### src/rtl/operand_fetch.sv
// operand_fetch: single-entry operand fetch stage with register file read, writeback bypass
// and pending-write scoreboard between decode and execute.
module operand_fetch #(
   parameter int XLEN      = 32,
   parameter int RADDR_W   = 5,
   parameter int PAYLOAD_W = 32
) (
   input  logic                 clk,
   input  logic                 rst,
   input  logic                 in_valid,
   output logic                 in_ready,
   input  logic [RADDR_W-1:0]   in_rs1,
   input  logic [RADDR_W-1:0]   in_rs2,
   input  logic [RADDR_W-1:0]   in_rd,
   input  logic                 in_wen,
   input  logic [PAYLOAD_W-1:0] in_payload,
   input  logic                 flush,
   output logic [RADDR_W-1:0]   rf_rs1,
   output logic [RADDR_W-1:0]   rf_rs2,
   input  logic [XLEN-1:0]      rf_data1,
   input  logic [XLEN-1:0]      rf_data2,
   input  logic [RADDR_W-1:0]   wb_rd,
   input  logic [XLEN-1:0]      wb_data,
   output logic                 out_valid,
   input  logic                 out_ready,
   output logic [XLEN-1:0]      out_rs1_data,
   output logic [XLEN-1:0]      out_rs2_data,
   output logic [RADDR_W-1:0]   out_rd,
   output logic                 out_wen,
   output logic [PAYLOAD_W-1:0] out_payload
);
   localparam int NREG = 1 << RADDR_W;
   logic                 r_hv;
   logic [RADDR_W-1:0]   r_rs1;
   logic [RADDR_W-1:0]   r_rs2;
   logic [RADDR_W-1:0]   r_rd;
   logic                 r_wen;
   logic [PAYLOAD_W-1:0] r_payload;
   logic [NREG-1:0]      r_pend;
   logic                 r_byp1;
   logic                 r_byp2;
   logic [XLEN-1:0]      r_bdat1;
   logic [XLEN-1:0]      r_bdat2;
   logic                 w_acc;
   logic                 w_fire;
   logic                 w_hazard;
   logic                 w_wb;
   logic [NREG-1:0]      w_clr;
   logic [NREG-1:0]      w_set;

   assign w_hazard     = r_pend[r_rs1] | r_pend[r_rs2];
   assign out_valid    = r_hv & ~w_hazard;
   assign w_fire       = out_valid & out_ready;
   assign in_ready     = ~flush & (~r_hv | w_fire);
   assign w_acc        = in_valid & in_ready;
   assign rf_rs1       = w_acc ? in_rs1 : r_rs1;
   assign rf_rs2       = w_acc ? in_rs2 : r_rs2;
   assign w_wb         = wb_rd != '0;
   assign w_clr        = w_wb ? (NREG'(1) << wb_rd) : '0;
   assign w_set        = (w_fire & r_wen & (r_rd != '0)) ? (NREG'(1) << r_rd) : '0;
   assign out_rs1_data = (r_rs1 == '0) ? '0 : (r_byp1 ? r_bdat1 : rf_data1);
   assign out_rs2_data = (r_rs2 == '0) ? '0 : (r_byp2 ? r_bdat2 : rf_data2);
   assign out_rd       = r_rd;
   assign out_wen      = r_wen;
   assign out_payload  = r_payload;

   always_ff @(posedge clk or negedge rst) begin
      if (!rst) begin
         r_hv      <= 1'b0;
         r_rs1     <= '0;
         r_rs2     <= '0;
         r_rd      <= '0;
         r_wen     <= 1'b0;
         r_payload <= '0;
      end else if (flush) begin
         r_hv <= 1'b0;
      end else if (w_acc) begin
         r_hv      <= 1'b1;
         r_rs1     <= in_rs1;
         r_rs2     <= in_rs2;
         r_rd      <= in_rd;
         r_wen     <= in_wen;
         r_payload <= in_payload;
      end else if (w_fire) begin
         r_hv <= 1'b0;
      end
   end

   // The register file returns pre-write data on a same-edge read/write, so capture the write here.
   always_ff @(posedge clk or negedge rst) begin
      if (!rst) begin
         r_pend  <= '0;
         r_byp1  <= 1'b0;
         r_byp2  <= 1'b0;
         r_bdat1 <= '0;
         r_bdat2 <= '0;
      end else begin
         r_pend  <= ((r_pend & ~w_clr) | w_set) & ~NREG'(1);
         r_byp1  <= w_wb & (wb_rd == rf_rs1);
         r_byp2  <= w_wb & (wb_rd == rf_rs2);
         r_bdat1 <= wb_data;
         r_bdat2 <= wb_data;
      end
   end
endmodule

### config.mk
export PLATFORM = sky130hd
export DESIGN_NAME = operand_fetch
export DESIGN_NICKNAME = d
export VERILOG_FILES = /design/src/rtl/operand_fetch.sv
export SDC_FILE = /design/constraint.sdc
export NUM_CORES = 1
export LEC_CHECK = 0
export ABC_CLOCK_PERIOD_IN_PS = 2920
export CAP_MARGIN = 20
export CELL_PAD_IN_SITES_DETAIL_PLACEMENT = 0
export CELL_PAD_IN_SITES_GLOBAL_PLACEMENT = 1
export CORE_ASPECT_RATIO = 0.8
export CORE_MARGIN = 5
export CORE_UTILIZATION = 28
export CTS_CLUSTER_DIAMETER = 40
export DETAILED_ROUTE_END_ITERATION = 16
export PLACE_DENSITY = 0.8
export SETUP_SLACK_MARGIN = 0.05
export SLEW_MARGIN = 20
export SYNTH_ARGS = -nofsm -noshare
export SYNTH_HDL_FRONTEND = slang
export SYNTH_SLANG_ARGS = --single-unit
### constraint.sdc
create_clock -name clk -period 2.92 [get_ports clk]
set_input_delay 0.584 -clock clk [delete_from_list [all_inputs] [get_ports clk]]
set_output_delay 0.584 -clock clk [all_outputs]
set_load 0.02 [all_outputs]
==> Changelog: implementation <==
### Implementation results

* Finished Layout Cells at 1134
* First-pass GRT wire length at 34600 microns
* Setup_tns at -12.55 ns
* Crit path DRT at 2.34 ns
* Commonest Layout Cell: clkdlybuf4s50_1
* Buffers on Ports at 267
* Number of I/O pins at 268
* Total CTS buffers at 17
* Max-slew violations at 0
* Critical Path Start Type: flip-flop
* Largest net degree at the start of global routing at 41
* CTS Sinks at 114
* Floorplan Nets at 667
* Synthesized area at 0.00587 sq mm
* Reg-to-reg startpoint: r_rs1[0]
* Critical Path End Type: output pin
* Final Hold Fails at 0
* R2R Path End: r_byp2
* Residual DRC at 0
* VDD IR max at 0.501 mV
* Kind of critical path: flip-flop to output pin
* CTS tree: done
* Crit path time final at 3.62 ns
* Gpl congestion at 0.906
* Fmax at 276 MHz
* FP Util at 0.284
* Routed len/inst at 20.5 microns
* Final #Nets at 1008
* Core area at 0.0206 sq mm
* Initial antenna violation count at 2
* Max transition margin at 0.307
* Initial DRC count at 279
* Tot Pwr at 0.00992 W
* Synth Seq Share at 0.486
* Via count at 5493
* RSZ-0062 raised after global routing: yes
* Tool warnings at 29
* Detailed Routing Iterations Pass 1 at 4
* Critical path arrival at 3.04 ns
* Bufs on Longest Clock Path at 2
* Min-delay worst type: primary input to async pin
* Htree depth at 4
* Placed cells at 1062
* Die Span Y at 140 microns
* Final setup violation count at 53
* Yosys warnings at 0
* Total wire length at 23300 microns
* Layout cells sized above 1 at 0.365
* Failing checks: negative setup slack
* DP Worst Slack at -0.743 ns
* Worst-path clk slew at 0.06 ns
* Max-Cap Viols at 0
* FF-to-FF path depth at 13
* Status: finished with violations
* Synth Instances at 513
* PnR worst setup slack at -0.699 ns
* Dpl cell area at 0.00917 sq mm
* Final antenna-violating net count at 0
* Register bit total from synthesis at 114
* GRT overflow at 0
* Chip Area, Yosys at 0.00587 sq mm
* Vias per cell at 4.84
* PwrDens at 922 mW/mm^2
* R2R Setup Slk at -0.43 ns
* Root Driver: clkbuf_16
* Hpwl dp at 16700 microns
* Hold_buf cts at 0
* Die Size at 0.0240 sq mm
* Crit-path max FO at 10
* LEAKAGE at 4.48 nW
* Final Cycle Share at 1.24
* Tot GR Track Use at 0.189
* Average size of a mapped cell at 11.4 sq um
* Die width at 172 microns
* Vias in the first global route at 5828
* Most frequent cells in the layout: clkdlybuf4s50_1 (190), dfrtp_1 (107), mux2i_1 (76)
* Synth cell types at 41
* Util after Layout at 0.521
* Slew @ Worst Pin at 1.04 ns
* Min Hold Slack at 0.133 ns
* Yosys cell count at 513
==> how the worst max path moves through the flow <==
| stage | from | endpoint | slack (ns) | depth (start not counted) |
|---|---|---|---|---|
| CTS | r_rs2[0] | rf_rs1[1] | -0.74 | 8 |
| global placement | r_rs1[0] | rf_rs2[0] | -0.72 | 9 |
| finish | r_rs1[0] | rf_rs2[1] | -0.70 | 10 |
| detailed placement | r_rs1[0] | rf_rs2[0] | -0.74 | 9 |
| global route | r_rs1[0] | rf_rs1[4] | -0.83 | 10 |
| floorplan | r_rs2[0] | rf_rs1[3] | -0.24 | 8 |
==> power by group <==
group          switching [W]  total (W)  internal (W)
clock               0.000754    0.00223       0.00148
sequential          0.000474    0.00254       0.00207
combinational        0.00237    0.00514       0.00277
total                0.00360    0.00992       0.00632
==> layer usage <==
layer / track usage / up-vias / routed length [microns]
met5: 0 / - / 13
met4: 0.0596 / 2 / 452
met3: 0.0865 / 31 / 2720
met2: 0.302 / 265 / 10900
met1: 0.228 / 2673 / 9150
li1: - / 2522 / -
==> kinds of logic (layout without fill, tap and decap cells) <==
| kind of cell | count (synthesis) | after routing | synth area share |
|---|---|---|---|
| compound gates | 75 | 75 | 0.0725 |
| xor+xnor | 9 | 9 | 0.0134 |
| buf+inv | 39 | 390 | 0.0301 |
| flops | 114 | 114 | 0.486 |
| mux | 149 | 149 | 0.297 |
| other cells | 0 | 1 | 0 |
| simple gates | 127 | 127 | 0.101 |
==> critical path, cell delays in order, from the launching register on <==
cell       delay [ns]
dfrtp_2          0.43
buf_6            0.16
mux2i_1          0.12
mux4_2           0.49
a22oi_2          0.25
a41oi_2          0.21
o2111ai_4        0.18
buf_12           0.17
buf_12           0.10
mux2_2           0.35
buf_6            0.14
==> timing repair <==
action	in CTS	in global routing
setup endpoints to repair	144	116
buffers inserted	27	14
resized	314	158
endpoints found under the hold margin	0	0
pin swaps	9	30
cloned	7	1
==> cell usage after synthesis (all sizes together) <==
master,n,share of area
a2111o,1,0.0019
a211oi,1,0.0013
a21oi,2,0.0017
a22oi,2,0.0026
a41oi,1,0.0015
and2,1,0.0011
and3,1,0.0011
and4,1,0.0015
buf,16,0.015
clkbuf,18,0.012
dfrtp,114,0.49
inv,5,0.0032
mux2,60,0.12
mux2i,76,0.13
mux4,13,0.052
nand2,12,0.0077
nand2b,3,0.0032
nand3,7,0.0060
nand3b,7,0.0090
nor2,78,0.050
nor2b,2,0.0021
nor3,3,0.0026
nor3b,1,0.0013
nor4b,3,0.0055
nor4bb,1,0.0017
o2111ai,1,0.0045
o211ai,1,0.0013
o21ai,63,0.054
o22ai,2,0.0021
o31ai,1,0.0013
or3,4,0.0043
or3b,2,0.0030
or4,1,0.0013
xnor2,5,0.0075
xor2,4,0.0060
==> final cells by class <==
cell class / instances / area (sq um)
Fill cell: 1832 / 9880
Clock inverter: 9 / 156
Inverter: 5 / 18.8
Timing Repair Buffer: 356 / 3730
Clock buffer: 20 / 467
Multi-Input combinational cell: 360 / 3190
Antenna cell: 1 / 2.50
Tap cell: 269 / 337
Sequential cell: 114 / 2860
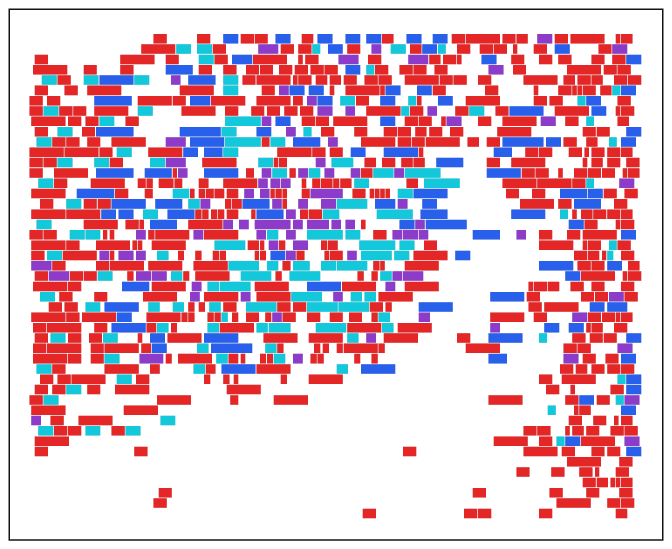
sizing.png
colour	size	cells	share
blue	x6 and larger	105	12%
purple	x3 and x4	87	10%
red	x1 and smaller	549	64%
cyan	x2	123	14%
synthesis-to-finish area growth: 83.3%
Final Cell Area: 0.0108 sq mm

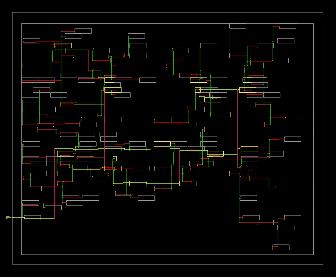
clock_nets.png
clk_buf instances: 20
Post-Route Skew: 0.0139 ns
Flop Count: 114
clock latency on the worst-skew pair: 0.42 ns

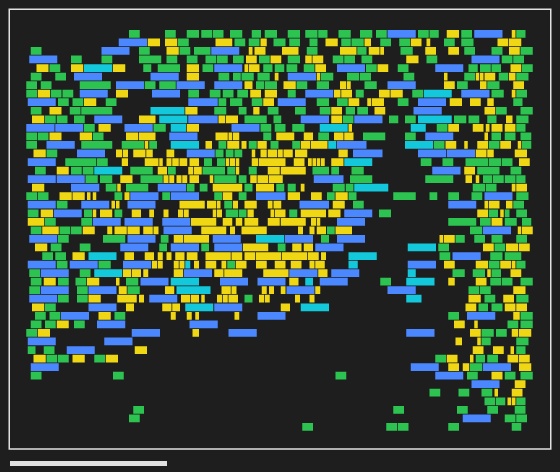
class_map.png
The bar under the picture is 50 microns long.
colour	class	cells	share of their area
cyan	clock drivers and dummy loads	29	6.0%
yellow	remaining logic cells	365	31%
green	remaining buffers and delay cells	356	36%
blue	sequential cells	114	27%
row cnt: 47
Seq area share: 0.266

No activity file was given, so power comes from the tool's default toggle rates.
